===== config.mk =====
export PLATFORM = sky130hd
export DESIGN_NAME = port_out_uart_tx
export DESIGN_NICKNAME = d
export VERILOG_FILES = /design/src/rtl/port_out_uart_tx.sv
export SDC_FILE = /design/constraint.sdc
export NUM_CORES = 1
export LEC_CHECK = 0
export ABC_AREA = 0
export CAP_MARGIN = 20
export CORE_ASPECT_RATIO = 1.2
export CORE_MARGIN = 3
export CORE_UTILIZATION = 54
export DETAILED_ROUTE_END_ITERATION = 10
export PLACE_DENSITY = 0.75
export SLEW_MARGIN = 15
export SYNTH_ARGS = -nofsm -noshare
export SYNTH_HDL_FRONTEND = slang
export SYNTH_SLANG_ARGS = --single-unit

===== constraint.sdc =====
create_clock -name clk -period 3 [get_ports clk]
set_input_delay 0.75 -clock clk [delete_from_list [all_inputs] [get_ports clk]]
set_output_delay 0.75 -clock clk [all_outputs]
set_load 0.02 [all_outputs]

===== src/rtl/port_out_uart_tx.sv =====
// port_out_uart_tx
//   Watches the processor's 32-bit PortOut bus and queues every new value in a
//   small FIFO. Each queued word goes out on a single UART pin as four 8N1
//   bytes, most significant byte first. The result is a readable value trace
//   (typically the PC) on a serial terminal.
//
// Parameters
//   CLKS_PER_BIT  clk cycles per UART bit (2..65535)
//   FIFO_DEPTH    words buffered, power of two (2..16)
//
// Ports
//   clk        in   system clock, rising edge
//   reset      in   synchronous active-high reset
//   PortData   in   [31:0] PortOut value from the processor
//   CaptureEn  in   1 = queue PortData whenever it changes
//   Tx         out  UART serial line, idles high
//   Busy       out  FIFO non-empty or a frame is in progress
//   Overflow   out  sticky, a word was dropped on a full FIFO
//   FifoCount  out  [4:0] words currently queued
module port_out_uart_tx #(
   parameter int CLKS_PER_BIT = 434,
   parameter int FIFO_DEPTH   = 4
) (
   input  logic        clk,
   input  logic        reset,
   input  logic [31:0] PortData,
   input  logic        CaptureEn,
   output logic        Tx,
   output logic        Busy,
   output logic        Overflow,
   output logic [4:0]  FifoCount
);

   localparam int          PTR_W     = $clog2(FIFO_DEPTH);
   localparam logic [4:0]  DEPTH_CNT = 5'(FIFO_DEPTH);
   localparam logic [15:0] BIT_LAST  = 16'(CLKS_PER_BIT - 1);

   typedef enum logic [2:0] {IDLE, LOAD, START, DATA, STOP} state_t;

   state_t           state;
   logic [31:0]      prevData;
   logic [31:0]      fifoMem [FIFO_DEPTH];
   logic [PTR_W-1:0] wrPtr;
   logic [PTR_W-1:0] rdPtr;
   logic [31:0]      shreg;
   logic [7:0]       curByte;
   logic [15:0]      bitTimer;
   logic [2:0]       bitIdx;
   logic [1:0]       byteIdx;
   logic             push;
   logic             pop;
   logic             full;
   logic             pushOk;
   logic             bitDone;

   assign push    = CaptureEn && (PortData != prevData);
   assign pop     = (state == LOAD);
   assign full    = (FifoCount == DEPTH_CNT);
   // A pop in the same cycle frees the head slot, so a push on a full FIFO
   // still lands (it writes the slot being read, which sees the old word).
   assign pushOk  = push && (!full || pop);
   assign bitDone = (bitTimer == BIT_LAST);
   assign Busy    = (FifoCount != 5'd0) || (state != IDLE);

   // Big-endian byte order on the wire.
   always_comb begin
      case (byteIdx)
         2'd0:    curByte = shreg[31:24];
         2'd1:    curByte = shreg[23:16];
         2'd2:    curByte = shreg[15:8];
         default: curByte = shreg[7:0];
      endcase
   end

   // Change detection and FIFO bookkeeping.
   always_ff @(posedge clk) begin
      if (reset) begin
         prevData  <= '0;
         wrPtr     <= '0;
         rdPtr     <= '0;
         FifoCount <= 5'd0;
         Overflow  <= 1'b0;
      end else begin
         prevData <= PortData;
         if (pushOk) wrPtr <= wrPtr + PTR_W'(1);
         if (pop)    rdPtr <= rdPtr + PTR_W'(1);
         if (pushOk && !pop)      FifoCount <= FifoCount + 5'd1;
         else if (!pushOk && pop) FifoCount <= FifoCount - 5'd1;
         if (push && full && !pop) Overflow <= 1'b1;
      end
   end

   // FIFO storage carries no reset; the pointers define what is valid.
   always_ff @(posedge clk) begin
      if (pushOk) fifoMem[wrPtr] <= PortData;
   end

   // Transmit FSM. Tx is loaded with the level of the state being entered, so
   // the line changes on the same edge as the state.
   always_ff @(posedge clk) begin
      if (reset) begin
         state    <= IDLE;
         Tx       <= 1'b1;
         bitTimer <= 16'd0;
         bitIdx   <= 3'd0;
         byteIdx  <= 2'd0;
      end else begin
         case (state)
            IDLE: begin
               Tx <= 1'b1;
               if (FifoCount != 5'd0) state <= LOAD;
            end
            LOAD: begin
               shreg    <= fifoMem[rdPtr];
               byteIdx  <= 2'd0;
               bitTimer <= 16'd0;
               Tx       <= 1'b0;
               state    <= START;
            end
            START: begin
               if (bitDone) begin
                  bitTimer <= 16'd0;
                  bitIdx   <= 3'd0;
                  Tx       <= curByte[0];
                  state    <= DATA;
               end else begin
                  bitTimer <= bitTimer + 16'd1;
               end
            end
            DATA: begin
               if (bitDone) begin
                  bitTimer <= 16'd0;
                  if (bitIdx == 3'd7) begin
                     Tx    <= 1'b1;
                     state <= STOP;
                  end else begin
                     bitIdx <= bitIdx + 3'd1;
                     Tx     <= curByte[bitIdx + 3'd1];
                  end
               end else begin
                  bitTimer <= bitTimer + 16'd1;
               end
            end
            STOP: begin
               if (bitDone) begin
                  bitTimer <= 16'd0;
                  if (byteIdx != 2'd3) begin
                     // Next byte follows the stop bit with no idle gap.
                     byteIdx <= byteIdx + 2'd1;
                     Tx      <= 1'b0;
                     state   <= START;
                  end else begin
                     Tx    <= 1'b1;
                     state <= IDLE;
                  end
               end else begin
                  bitTimer <= bitTimer + 16'd1;
               end
            end
            default: begin
               Tx    <= 1'b1;
               state <= IDLE;
            end
         endcase
      end
   end

endmodule


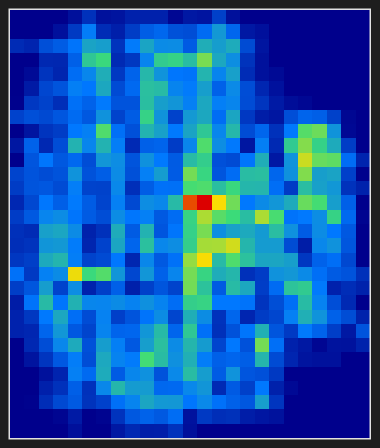
Figure 1: signal metal coverage by tile.
The die is cut into 25 by 30 equal tiles; dark blue is low, red is high, scaled to the fullest tile. Values are wire area over tile area, all layers added.
The mean over all tiles is 0.17. 4.8% of the tiles are over half the peak. The fullest tile reaches 0.81. The emptiest ninth of the die: top right. The densest ninth of the die: middle. 18% of the tiles are nearly empty.

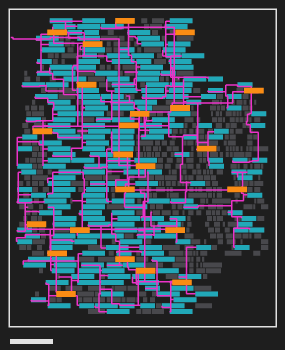
Figure 2: routed clock nets over the placement.
The bar under the picture is 20 um long.
cells driving clock nets: shown in orange, count 23. flip-flops: shown in cyan, count 227. clock wires: shown in magenta, length 2520 um.
There are 24 routed clock nets.

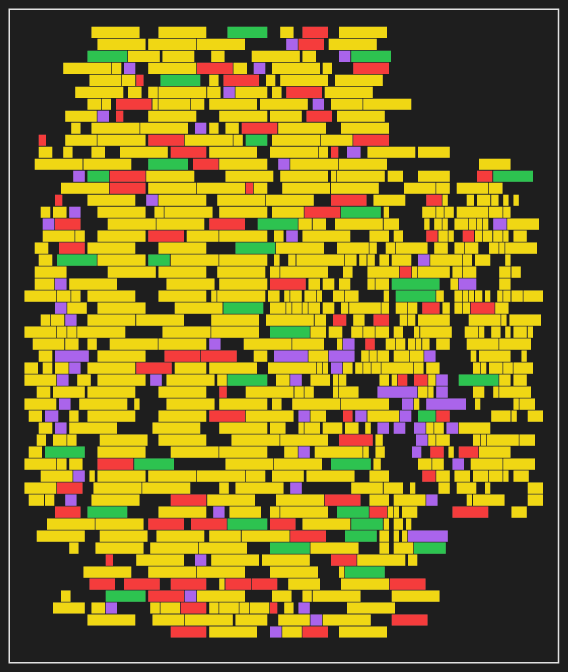
Figure 3: sizing map.
drive 3 to 4: shown in purple, cells 63, share 9.0%. drive 1 or less: shown in yellow, cells 529, share 76%. drive 6 and up: shown in green, cells 32, share 4.6%. drive 2: shown in red, cells 76, share 11%.

flip-flops by register name (all words and copies together), names as in the netlist:
| register | count |
|---|---|
| Overflow | 1 |
| byteIdx | 2 |
| rdPtr | 2 |
| state | 3 |
| fifoMem | 128 |
| bitIdx | 3 |
| bitTimer | 16 |
| Tx | 1 |
| FifoCount | 5 |
| prevData | 32 |
| shreg | 32 |
| wrPtr | 2 |
cells by family (layout without fill, tap and decap cells):
| logic type | Yosys count | after routing | share of synthesized area [%] |
|---|---|---|---|
| flops | 227 | 227 | 67.9 |
| simple gates | 149 | 149 | 9.19 |
| compound gates | 72 | 72 | 5.69 |
| xor+xnor | 43 | 43 | 4.16 |
| buf+inv | 41 | 153 | 1.92 |
| mux | 39 | 39 | 8.75 |
| fa+ha+maj | 17 | 17 | 2.43 |
critical path: cells and delay by family:
family                     cells  cell delay [ns]
adders and majority gates      2             0.50
buffers and inverters          4             0.60
AOI/OAI and AO/OA              4             0.65
xor gates and xnor gates       2             0.25
and+or+nand+nor                3             0.58
repair_timing:
item	in CTS	in global routing
endpoints found under the setup margin	3	3
setup buffers	2	1
gates resized	36	36
pin swaps	17	27
endpoints found under the hold margin	0	0
through the flow:
stage	hold WS, ns	util, %	cell area (um2)	worst slack [ns]
after floorplan	0.449	-	9090	0.0283
after global placement	0.456	61.9	10100	-0.658
after detailed placement	0.462	61.9	10100	-0.786
after CTS	0.481	66.7	10900	0.000261
after global routing	0.509	67.3	11000	-0.0301
final	0.484	67.3	11000	0.0648
report_power, final:
group          switching, mW  internal (mW)  leakage, nW
clock network           1.14           1.58        0.351
registers              0.160           3.76         2.02
logic                  0.930          0.874         1.49
==> flow_summary.ini <==
; implementation run metrics
[logic_synthesis]
yosys.stat.seqShare_pct = 67.9
topCellsByArea = edfxtp_1 (53%), dfxtp_1 (15%), mux4_2 (8.0%)
syn_area_per_cell_um2 = 15.4
ys_ff = 227

[finish]
final-nonclk-buf-share_pct = 7.90
num-multi-input-gates = 320
layout_top_cells = edfxtp_1 (160), dfxtp_1 (66), buf_4 (52)
clock_cell_area_share_pct = 6.52

[clocking]
clock_sinks = 227
cts_buffers = 23

[critical_path]
crit_path_start_kind = input pin
cp.arrival_ns = 3.36

[job]
warning_count = 33

[drt]
wl_met2_mm = 9.87
wl_met1_mm = 7.41
first_iter_violations = 352

[run_status]
outcome = finished clean

[grt]
first_global_vias = 5603

[floorplan]
chip_area_um2 = 18400

[final_timing]
hold_violations = 0
tightest_slew_ns = 0.962

[min_path]
whs_endpoint = bitIdx[1]$_SDFFE_PP0P_

[pwr]
p_total_mw = 8.44
Power figures rest on the tool's default switching activity, not on a simulated workload.
